[config.mk]
export PLATFORM = sky130hd
export DESIGN_NAME = poly_nco_bank
export DESIGN_NICKNAME = d
export VERILOG_FILES = /design/src/rtl/poly_nco_bank.sv
export SDC_FILE = /design/constraint.sdc
export NUM_CORES = 1
export LEC_CHECK = 0
export ABC_AREA = 0
export CAP_MARGIN = 20
export CORE_MARGIN = 2
export CORE_UTILIZATION = 55
export DETAILED_ROUTE_END_ITERATION = 10
export PLACE_DENSITY = 0.75
export SYNTH_ARGS = -nofsm -noshare
export SYNTH_HDL_FRONTEND = slang
export SYNTH_SLANG_ARGS = --single-unit
[constraint.sdc]
create_clock -name Clk -period 8.6 [get_ports Clk]
set_clock_uncertainty 0.1 [all_clocks]
set_input_delay 1.29 -clock Clk [delete_from_list [all_inputs] [get_ports Clk]]
set_output_delay 1.29 -clock Clk [all_outputs]
set_load 0.01 [all_outputs]
[src/rtl/poly_nco_bank.sv]
// poly_nco_bank: a bank of VOICES phase-accumulator voices. The voices are evaluated
// one after another once per audio sample. Each voice output is scaled by its amplitude,
// the results are summed, and the sum is saturated to a single signed AW-bit sample.
//  Clk, Reset_n       clock, async active-low reset
//  sample_tick        one-cycle strobe per audio sample; starts a frame when IDLE
//  wave_sel           00 saw, 01 square, 10 triangle, 11 silent
//  cmd_*              valid/ready note on/off command port (ready only in IDLE)
//  out, out_valid     mixed saturated sample; pulse while in DONE
//  voice_active       per-voice gate flags
//  overrun            sticky: tick seen while a frame was in progress

// Per-voice state: frequency word, amplitude, phase accumulator, gate.
module poly_nco_voice #(
  parameter int FW = 24
) (
  input  logic          clk,
  input  logic          rst_n,
  input  logic          load,     // note on (also retrigger)
  input  logic          off,      // note off
  input  logic          adv,      // this voice's RUN slot
  input  logic [FW-1:0] freq_in,
  input  logic [7:0]    amp_in,
  output logic [15:0]   ptop,
  output logic [7:0]    amp,
  output logic          active
);
  logic [FW-1:0] phase, freq;

  always_ff @(posedge clk or negedge rst_n) begin
    if (!rst_n) begin
      phase  <= '0;
      freq   <= '0;
      amp    <= '0;
      active <= 1'b0;
    end else if (load) begin
      freq   <= freq_in;
      amp    <= amp_in;
      phase  <= '0;
      active <= 1'b1;
    end else begin
      if (off)           active <= 1'b0;
      if (adv && active) phase  <= phase + freq;  // wraps mod 2^FW
    end
  end

  assign ptop = phase[FW-1 -: 16];
endmodule

module poly_nco_bank #(
  parameter int VOICES = 4,
  parameter int FW     = 24,
  parameter int AW     = 16,
  localparam int VI    = $clog2(VOICES)
) (
  input  logic              Clk,
  input  logic              Reset_n,
  input  logic              sample_tick,
  input  logic [1:0]        wave_sel,
  input  logic              cmd_valid,
  output logic              cmd_ready,
  input  logic              cmd_on,
  input  logic [VI-1:0]     cmd_voice,
  input  logic [FW-1:0]     cmd_freq,
  input  logic [7:0]        cmd_amp,
  output logic [AW-1:0]     out,
  output logic              out_valid,
  output logic [VOICES-1:0] voice_active,
  output logic              overrun
);
  localparam int ACCW = AW + VI;
  localparam logic [VI-1:0] LAST = VI'(VOICES - 1);

  typedef enum logic [1:0] {IDLE, RUN, DONE} state_t;
  state_t state, nstate;

  logic [VI-1:0]              vidx;
  logic signed [ACCW-1:0]     acc, acc_next, contrib;
  logic [VOICES-1:0][15:0]    ptop;
  logic [VOICES-1:0][7:0]     amp;
  logic                       take;

  assign cmd_ready = (state == IDLE);
  assign take      = cmd_valid & cmd_ready;
  assign out_valid = (state == DONE);

  for (genvar v = 0; v < VOICES; v++) begin : g_voice
    poly_nco_voice #(.FW(FW)) u_voice (
      .clk    (Clk),
      .rst_n  (Reset_n),
      .load   (take &  cmd_on & (cmd_voice == VI'(v))),
      .off    (take & ~cmd_on & (cmd_voice == VI'(v))),
      .adv    ((state == RUN) && (vidx == VI'(v))),
      .freq_in(cmd_freq),
      .amp_in (cmd_amp),
      .ptop   (ptop[v]),
      .amp    (amp[v]),
      .active (voice_active[v])
    );
  end

  // Shared waveform + scale datapath for the voice in the current slot.
  logic [15:0]        p;
  logic [14:0]        tri_t;
  logic signed [15:0] wave;
  logic signed [23:0] prod, shifted;

  always_comb begin
    p     = ptop[vidx];
    tri_t = p[15] ? ~p[14:0] : p[14:0];
    wave  = '0;
    case (wave_sel)
      2'b00:   wave = $signed(p - 16'h8000);
      2'b01:   wave = p[15] ? 16'sh8000 : 16'sh7FFF;
      2'b10:   wave = $signed({tri_t, 1'b0} - 16'h8000);
      default: wave = '0;
    endcase
    prod     = 24'(wave) * 24'($signed({1'b0, amp[vidx]}));
    shifted  = prod >>> 8;
    contrib  = voice_active[vidx] ? ACCW'(shifted) : '0;
    acc_next = acc + contrib;
  end

  always_comb begin
    nstate = state;
    case (state)
      IDLE:    if (sample_tick) nstate = RUN;
      RUN:     if (vidx == LAST) nstate = DONE;
      DONE:    nstate = IDLE;
      default: nstate = IDLE;
    endcase
  end

  always_ff @(posedge Clk or negedge Reset_n) begin
    if (!Reset_n) state <= IDLE;
    else          state <= nstate;
  end

  // out is written on the final RUN slot so it is already visible while DONE
  // asserts out_valid.
  always_ff @(posedge Clk or negedge Reset_n) begin
    if (!Reset_n) begin
      acc     <= '0;
      vidx    <= '0;
      out     <= '0;
      overrun <= 1'b0;
    end else begin
      if (sample_tick && state != IDLE) overrun <= 1'b1;
      case (state)
        IDLE: if (sample_tick) begin
          acc  <= '0;
          vidx <= '0;
        end
        RUN: begin
          acc  <= acc_next;
          vidx <= vidx + VI'(1);
          if (vidx == LAST) begin
            if (acc_next[ACCW-1:AW-1] != {(VI+1){acc_next[ACCW-1]}})
              out <= acc_next[ACCW-1] ? {1'b1, {(AW-1){1'b0}}} : {1'b0, {(AW-1){1'b1}}};
            else
              out <= acc_next[AW-1:0];
          end
        end
        default: ;
      endcase
    end
  end
endmodule
Fig. 1: metal 1
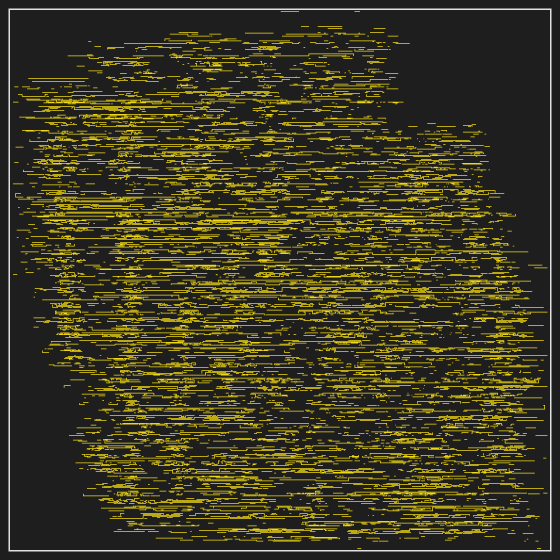
The longest straight run is 52.0 µm. The wires run mostly horizontal.
global routing usage on met1: 33.01%
routed via count: 15,906
final routed wirelength across all metal layers: 50,160 µm

Fig. 2: signal metal coverage by tile
Bar = 50 µm. The die is cut into 39 by 39 equal tiles; dark blue is low, red is high, scaled to the fullest tile. Values are wire area over tile area, all layers added.
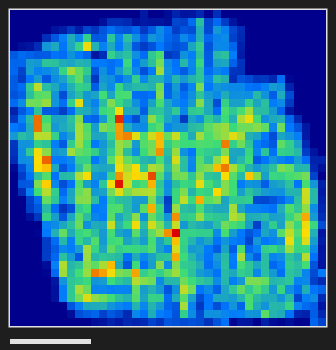
The mean over all tiles is 0.21. The densest ninth of the die: centre. The emptiest ninth of the die: north-east. 19% of the tiles are over half the peak. The fullest tile reaches 0.67.
average wire per standard cell: 18.56 µm
global-route total usage across every layer: 26.24%

==> impl_results.html <==
<!-- implementation run metrics -->
<table>
<tr><th>Metric</th><th>Value</th></tr>
<tr><th colspan="2">Run status</th></tr>
<tr><td>Outcome</td><td>completed</td></tr>
<tr><th colspan="2">Critical path</th></tr>
<tr><td>End point of the critical path</td><td>out[3]</td></tr>
<tr><td>Most Frequent Cell on Critical Path</td><td>buf_4</td></tr>
<tr><td>Peak per-stage delay on the critical path</td><td>0.57 ns</td></tr>
<tr><td>Start-to-end type of the worst setup path</td><td>flip-flop to flip-flop</td></tr>
<tr><td>Worst flop-to-flop path startpoint</td><td>vidx[0]</td></tr>
<tr><td>Slowest cell on the critical path</td><td>mux4_2</td></tr>
<tr><td>Maximum fanout along the worst path</td><td>7</td></tr>
<tr><th colspan="2">Drt</th></tr>
<tr><td>Detail Route met3 WL</td><td>2233 µm</td></tr>
<tr><td>Total routed wire length on the met1 layer</td><td>20,780 µm</td></tr>
<tr><td>Residual DRC count</td><td>0</td></tr>
<tr><th colspan="2">Timing</th></tr>
<tr><td>Period utilization</td><td>98.39%</td></tr>
<tr><td>Slew Limit Fails</td><td>0</td></tr>
<tr><th colspan="2">Job</th></tr>
<tr><td>Max Cap Viol</td><td>0</td></tr>
<tr><th colspan="2">Synth</th></tr>
<tr><td>Synth async-reset ratio</td><td>100.0%</td></tr>
<tr><td>Post-synthesis net count</td><td>2,311</td></tr>
<tr><td>Yosys warning total</td><td>0</td></tr>
<tr><td>Cell count after synthesis</td><td>2,010</td></tr>
<tr><th colspan="2">CTS</th></tr>
<tr><td>Cell at the root of the clock tree</td><td>clkbuf_16</td></tr>
<tr><td>Largest buffer count on any clock path</td><td>3</td></tr>
<tr><td>CTS clk-pin slew, worst paths</td><td>0.06 ns</td></tr>
<tr><td>Depth of the CTS H-tree</td><td>1</td></tr>
<tr><td>CTS Sinks</td><td>267</td></tr>
<tr><th colspan="2">Hold path</th></tr>
<tr><td>Launch instance of the worst min-delay path</td><td>overrun</td></tr>
<tr><th colspan="2">Cells and area</th></tr>
<tr><td>Final net count</td><td>2,520</td></tr>
<tr><td>Antenna diode count</td><td>0</td></tr>
<tr><th colspan="2">Global route</th></tr>
<tr><td>Met3 demand-to-capacity share in global routing</td><td>2.933%</td></tr>
<tr><td>Global-route wire length before repair</td><td>81,090 µm</td></tr>
<tr><td>Congestion Overflow GR</td><td>0</td></tr>
<tr><th colspan="2">Floorplanning</th></tr>
<tr><td>Die boundary width</td><td>194.9 µm</td></tr>
</table>
Fig. 3: placed cells, one colour a class
Fill, decap, tap and diode cells in grey.
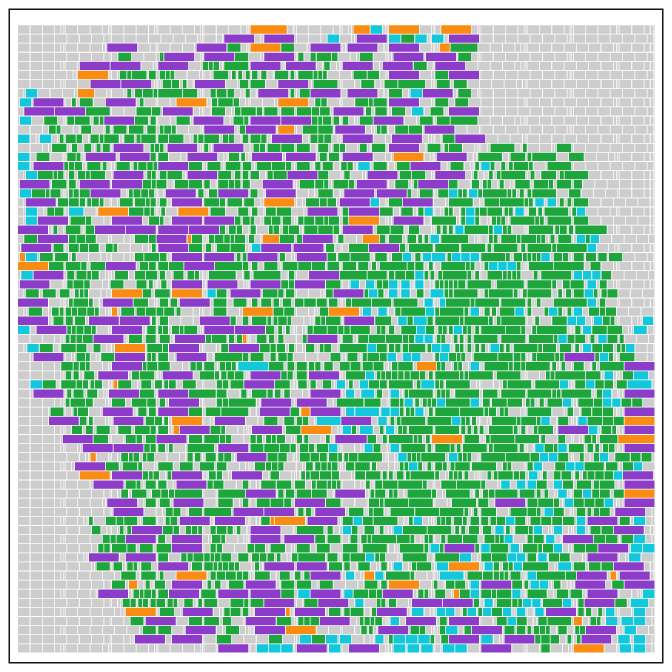
Key: remaining buffers and delay cells = cyan [cells 252]; clock drivers and dummy loads = orange [cells 54]; combinational and other logic = green [cells 1,668]; sequential cells = purple [cells 267]
floorplan row count: 69
sequential share of cell area: 27.99%
floorplan core area: 35,740 µm²
total non-filler cell area in the finished layout: 23,880 µm²
Core Util, Final: 66.80%

-- cells in the final DEF (no fill, tap or decap), drive strengths merged, types with 41 or more instances in the layout --
master / instances
a21o: 47
inv: 191
a21oi: 88
o22ai: 45
clkbuf: 41
dfrtp: 267
ha: 156
mux2: 133
clkdlybuf4s50: 60
nor2: 130
o21ai: 133
nand3: 66
fa: 104
xnor2: 73
nand2: 166
xor2: 59
buf: 188
-- area by class of cell --
class,instances,area [µm²]
inverters,190,715.7
clock inverters,14,146.4
clock buffers,40,838.3
flip-flops and latches,267,6683
repair buffers,252,2156
multi-input cells,1478,12760
fillers,2667,11870
well taps,461,576.8
-- what timing repair did --
action	4_1_cts	5_1_grt
gates cloned	1	3
buffers inserted	11	12
pin swaps	11	42
setup endpoints to repair	15	18
hold buffers	0	0
gates resized	12	79
